`src/rtl/priority_scan_encoder.sv`:
```
// priority_scan_encoder: streams the index of every bitmap bit equal to ENCODED_VAL; `PRIORITY_SCAN_ABORT_EN adds an abort input.
// Latency: first index one cycle after start; done pulses one cycle after the last accepted index.
// Backpressure: idx_out/idx_valid hold while idx_ready is low; one index retires per accepted handshake.
module priority_scan_encoder #(
  parameter int INPUT_WIDTH = 16,
  parameter int ENCODED_VAL = 0,
  parameter int MSB_FIRST   = 0,
  localparam int IDX_W = (INPUT_WIDTH > 1) ? $clog2(INPUT_WIDTH) : 1,
  localparam int CNT_W = $clog2(INPUT_WIDTH + 1)
) (
  input  logic                   clk,
  input  logic                   rst_n,
  input  logic                   start,
  input  logic [INPUT_WIDTH-1:0] data_in,
`ifdef PRIORITY_SCAN_ABORT_EN
  input  logic                   abort,
`endif
  output logic [IDX_W-1:0]       idx_out,
  output logic                   idx_valid,
  input  logic                   idx_ready,
  output logic                   busy,
  output logic                   done,
  output logic [CNT_W-1:0]       match_count,
  output logic                   none_found
);

  localparam logic [1:0] S_IDLE = 2'd0;
  localparam logic [1:0] S_SCAN = 2'd1;
  localparam logic [1:0] S_DONE = 2'd2;

  logic [1:0]             state;
  logic [INPUT_WIDTH-1:0] mask;
  logic [INPUT_WIDTH-1:0] load_mask;
  logic [INPUT_WIDTH-1:0] clr_bit;
  logic [INPUT_WIDTH-1:0] mask_nxt;
  logic [IDX_W-1:0]       enc_idx;
  logic [CNT_W-1:0]       count_nxt;
  logic                   accept;
  logic                   abort_req;
  logic                   scan_end;

  // Last write in the loop wins, so loop direction selects the priority end.
  always_comb begin
    enc_idx = '0;
    if (MSB_FIRST != 0) begin
      for (int i = 0; i < INPUT_WIDTH; i++)
        if (mask[i]) enc_idx = IDX_W'(i);
    end else begin
      for (int i = INPUT_WIDTH - 1; i >= 0; i--)
        if (mask[i]) enc_idx = IDX_W'(i);
    end
  end

`ifdef PRIORITY_SCAN_ABORT_EN
  assign abort_req = abort;
`else
  assign abort_req = 1'b0;
`endif

  assign load_mask = (ENCODED_VAL != 0) ? data_in : ~data_in;
  assign idx_valid = (state == S_SCAN) && (|mask);
  assign idx_out   = idx_valid ? enc_idx : '0;
  assign accept    = idx_valid & idx_ready;
  assign clr_bit   = accept ? (INPUT_WIDTH'(1) << enc_idx) : '0;
  assign mask_nxt  = mask & ~clr_bit;
  assign count_nxt = match_count + CNT_W'(accept);
  // Leave SCAN on the edge that retires the last index so done lands one cycle later.
  assign scan_end  = (mask_nxt == '0) | abort_req;
  assign busy      = (state != S_IDLE);
  assign done      = (state == S_DONE);

  always_ff @(posedge clk or negedge rst_n) begin
    if (!rst_n) begin
      state       <= S_IDLE;
      mask        <= '0;
      match_count <= '0;
      none_found  <= 1'b0;
    end else begin
      case (state)
        S_IDLE: begin
          if (start) begin
            state       <= S_SCAN;
            mask        <= load_mask;
            match_count <= '0;
            none_found  <= 1'b0;
          end
        end
        S_SCAN: begin
          mask        <= abort_req ? '0 : mask_nxt;
          match_count <= count_nxt;
          if (scan_end) begin
            state      <= S_DONE;
            none_found <= (count_nxt == '0);
          end
        end
        S_DONE:  state <= S_IDLE;
        default: state <= S_IDLE;
      endcase
    end
  end

endmodule
```
`config.mk`:
```
export PLATFORM = sky130hd
export DESIGN_NAME = priority_scan_encoder
export DESIGN_NICKNAME = d
export VERILOG_FILES = /design/src/rtl/priority_scan_encoder.sv
export SDC_FILE = /design/constraint.sdc
export NUM_CORES = 1
export LEC_CHECK = 0
export CAP_MARGIN = 20
export CORE_UTILIZATION = 50
export CTS_BUF_LIST = sky130_fd_sc_hd__clkbuf_4 sky130_fd_sc_hd__clkbuf_8 sky130_fd_sc_hd__clkbuf_16
export DETAILED_ROUTE_END_ITERATION = 16
export PLACE_DENSITY_LB_ADDON = 0.1
export RECOVER_POWER = 50
export SLEW_MARGIN = 10
export SYNTH_ARGS = -nofsm -noshare
export SYNTH_HDL_FRONTEND = slang
export SYNTH_SLANG_ARGS = --single-unit
```
`constraint.sdc`:
```
create_clock -name clk -period 3.4 [get_ports clk]
set_clock_uncertainty 0.15 [all_clocks]
set_input_delay 0.51 -clock clk [delete_from_list [all_inputs] [get_ports clk]]
set_output_delay 0.51 -clock clk [all_outputs]
set_load 0.02 [all_outputs]
```
==> images/drive_strength.png <==
Scale bar: 20 um.
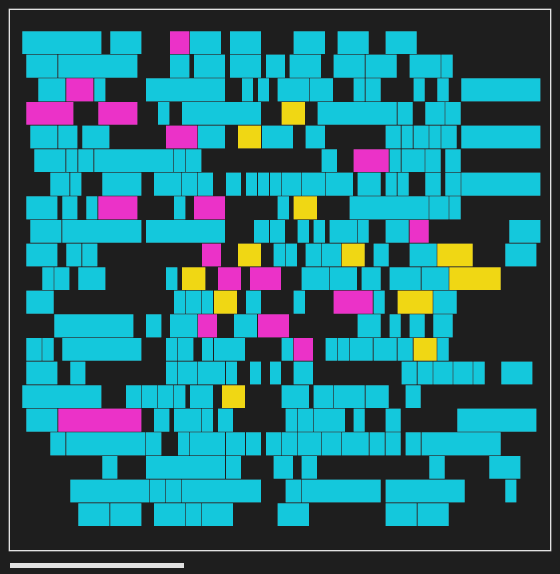
legend:
  drive 2:
    color: magenta
    cells: 17
    share: 6.8%
    most_used: or2_2
  drive 3 to 4:
    color: yellow
    cells: 12
    share: 4.8%
    most_used: buf_4
  drive 1 or less:
    color: cyan
    cells: 222
    share: 88%
    most_used: nor2_1

==> images/met2.png <==
Scale bar: 20 um. Cells faint in the background.
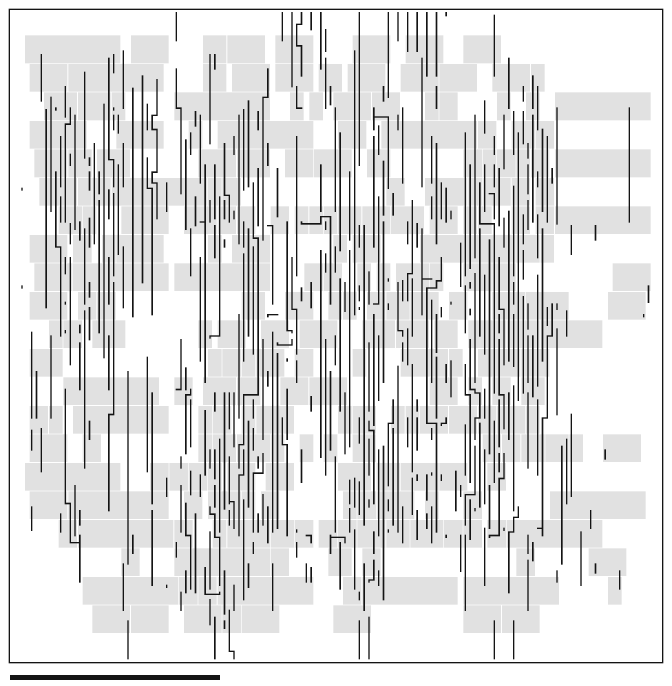
longest straight run: 28.6 um
main direction: vertical
share of all routed wire: 47%
wire length on this layer: 2,280 um
nets with wire on the layer: 237

==> images/final_congestion.png <==
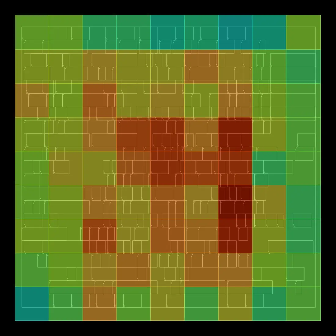
busiest grt layer: met2
met1 usage: 0.394

==> images/met1.png <==
Scale bar: 20 um. Supply wires on this layer in gray. Cells faint in the background.
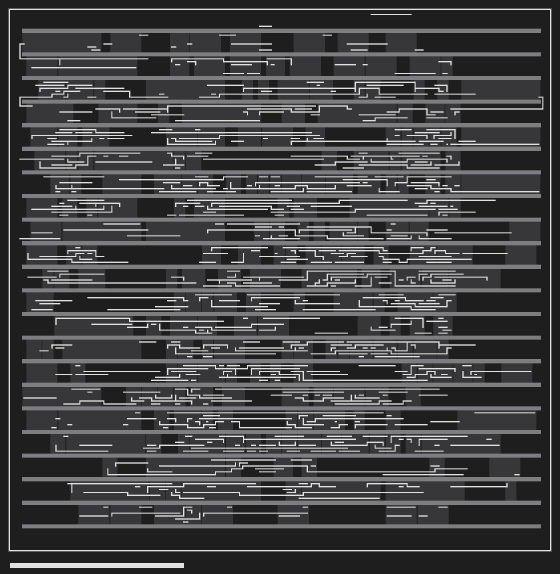
longest straight run: 25.8 um
share of all routed wire: 47%
wire length on this layer: 2,270 um
nets with wire on the layer: 251
main direction: horizontal

==> impl_metrics.yaml <==
# implementation run metrics
timing:
  relSlewSlack: 0.128
  slew_viol_final: 0
  finalHoldViolCount: 0
  timing.final.ws_setup_ns: 0.283
  post-route-min-period_ns: 3.12
yosys:
  postSynth.asyncResetShare: 1.00
  flop_cell: "dfrtp_1"
  syn_area_per_cell_sq_um: 8.17
  synth-seq-cells: 24
  edf_count: 0
  synth_area_sq_mm: 0.00181
  synthCells: 222
  synthDistinctLibCells: 56
worst_setup_path:
  endpoint_kind: "register"
  critPathKind: "register to register"
  cp.buffers_inverters: 0
  crit_chain: "or4_1, nor2_2, nand3_1, nand2_1, nor2_1, ha_1, ha_2, nor4_2, a31oi_1, or4_2, o211ai_2"
  arrival_ns: 3.22
  worstPathRequired_ns: 3.50
  crit_fanout: 6
  max_stage_delay_ns: 0.59
global_routing:
  antenna_found_initial: 0
  grt_max_degree: 25
floorplan:
  core_sq_mm: 0.00342
  die-area_sq_mm: 0.00387
  die_x_um: 62.2
  ios: 33
final_layout:
  final_nets: 275
  syn2layout_area_growth_pct: 19.3
  diodes: 0
pwr:
  leakagePower_uw: 0.000876
job:
  maxCapViolCount: 0
placed_design:
  pre_cts_slack_ns: 0.257
  globalplace.congestion: 0.915
  hpwlAfterDp_um: 3590
cts:
  clk_latency_ns: 0.31
  htree_levels: 1
outcome:
  status: "complete, no violations"
drt:
  totalWireLength_um: 4860
[cells by family after synthesis]
logic type      after synthesis  share of synthesized area
flops                        24                      0.331
simple gates                 82                      0.241
xor+xnor                      2                    0.00966
buf+inv                      21                     0.0779
fa+ha+maj                     3                     0.0193
compound gates               90                      0.321
[path summary, 6_finish.rpt]
kind | start | end | slack, ns | cells after the start
min in group asynchronous | rst_n | mask[6] | 0.84 | 2
max in group asynchronous | rst_n | mask[13] | 1.40 | 2
max reg2reg | mask[12] | none_found | 0.28 | 11
min reg2reg | none_found | none_found | 0.39 | 2
max | mask[12] | none_found | 0.28 | 11
min | none_found | none_found | 0.39 | 2
[stage by stage]
step           total power, uW  area (sq um)  hold slack (ns)  instances   util
6_report                  2200          2160            0.392        297  0.634
5_1_grt                   2400          2160            0.420        297  0.634
4_1_cts                   2170          2150            0.398        296  0.629
3_5_place_dp              2040          2130            0.372        293  0.622
3_3_place_gp              2050          2130            0.359        293  0.622
2_1_floorplan             1580          1810           0.0644        222      -
[flip-flops by register name (all words and copies together), names as in the netlist]
signal and flops:
mask 16, match_count 5, state 2, none_found 1
[metal layers]
metal | up-vias | share of wire | GRT usage
met2 | 69 | 0.47 | 0.437
met1 | 869 | 0.47 | 0.394
met3 | 6 | 0.058 | 0.0202
li1 | 883 | - | -
met5 | - | 0 | 0
met4 | 0 | 0.0053 | 0.0581
[cell type report]
class	instances	area (sq um)
Multi-Input combinational cell	177	1080
Clock buffer	3	22.5
Timing Repair Buffer	39	369
Fill cell	306	1250
Tap cell	46	57.6
Inverter	8	30.0
Sequential cell	24	602
[timing repair]
action,4_1_cts,5_1_grt
gates resized,0,4
setup buffers,0,1
hold buffers,0,0
setup endpoints to repair,0,1
[tightest hold or removal path, stage by stage (launching register included)]
cell and delay, ns:
dfrtp_1 0.40, nand2_1 0.07, o211ai_2 0.05
[where the power goes]
group          switching [uW]  internal, uW
Combinational             845           651
Sequential                191           386
Clock                    84.0          41.5
Total                    1120          1080
[cells in the mapped netlist (3+ instances only)]
cell / instances / area share
o31a_1: 3 / 0.014
a21boi_0: 4 / 0.017
nor3_1: 3 / 0.0083
clkbuf_1: 5 / 0.010
a21oi_1: 19 / 0.052
nor4_1: 5 / 0.017
nand2b_1: 4 / 0.014
nor2_1: 32 / 0.066
buf_4: 3 / 0.012
nand2_1: 13 / 0.027
nor2b_1: 4 / 0.014
o21ai_1: 3 / 0.0083
or2_2: 4 / 0.014
dfrtp_1: 24 / 0.33
inv_1: 8 / 0.017
nand3_1: 3 / 0.0083
o22ai_1: 3 / 0.010
o21ai_0: 30 / 0.083
Power figures rest on the tool's default switching activity, not on a simulated workload.
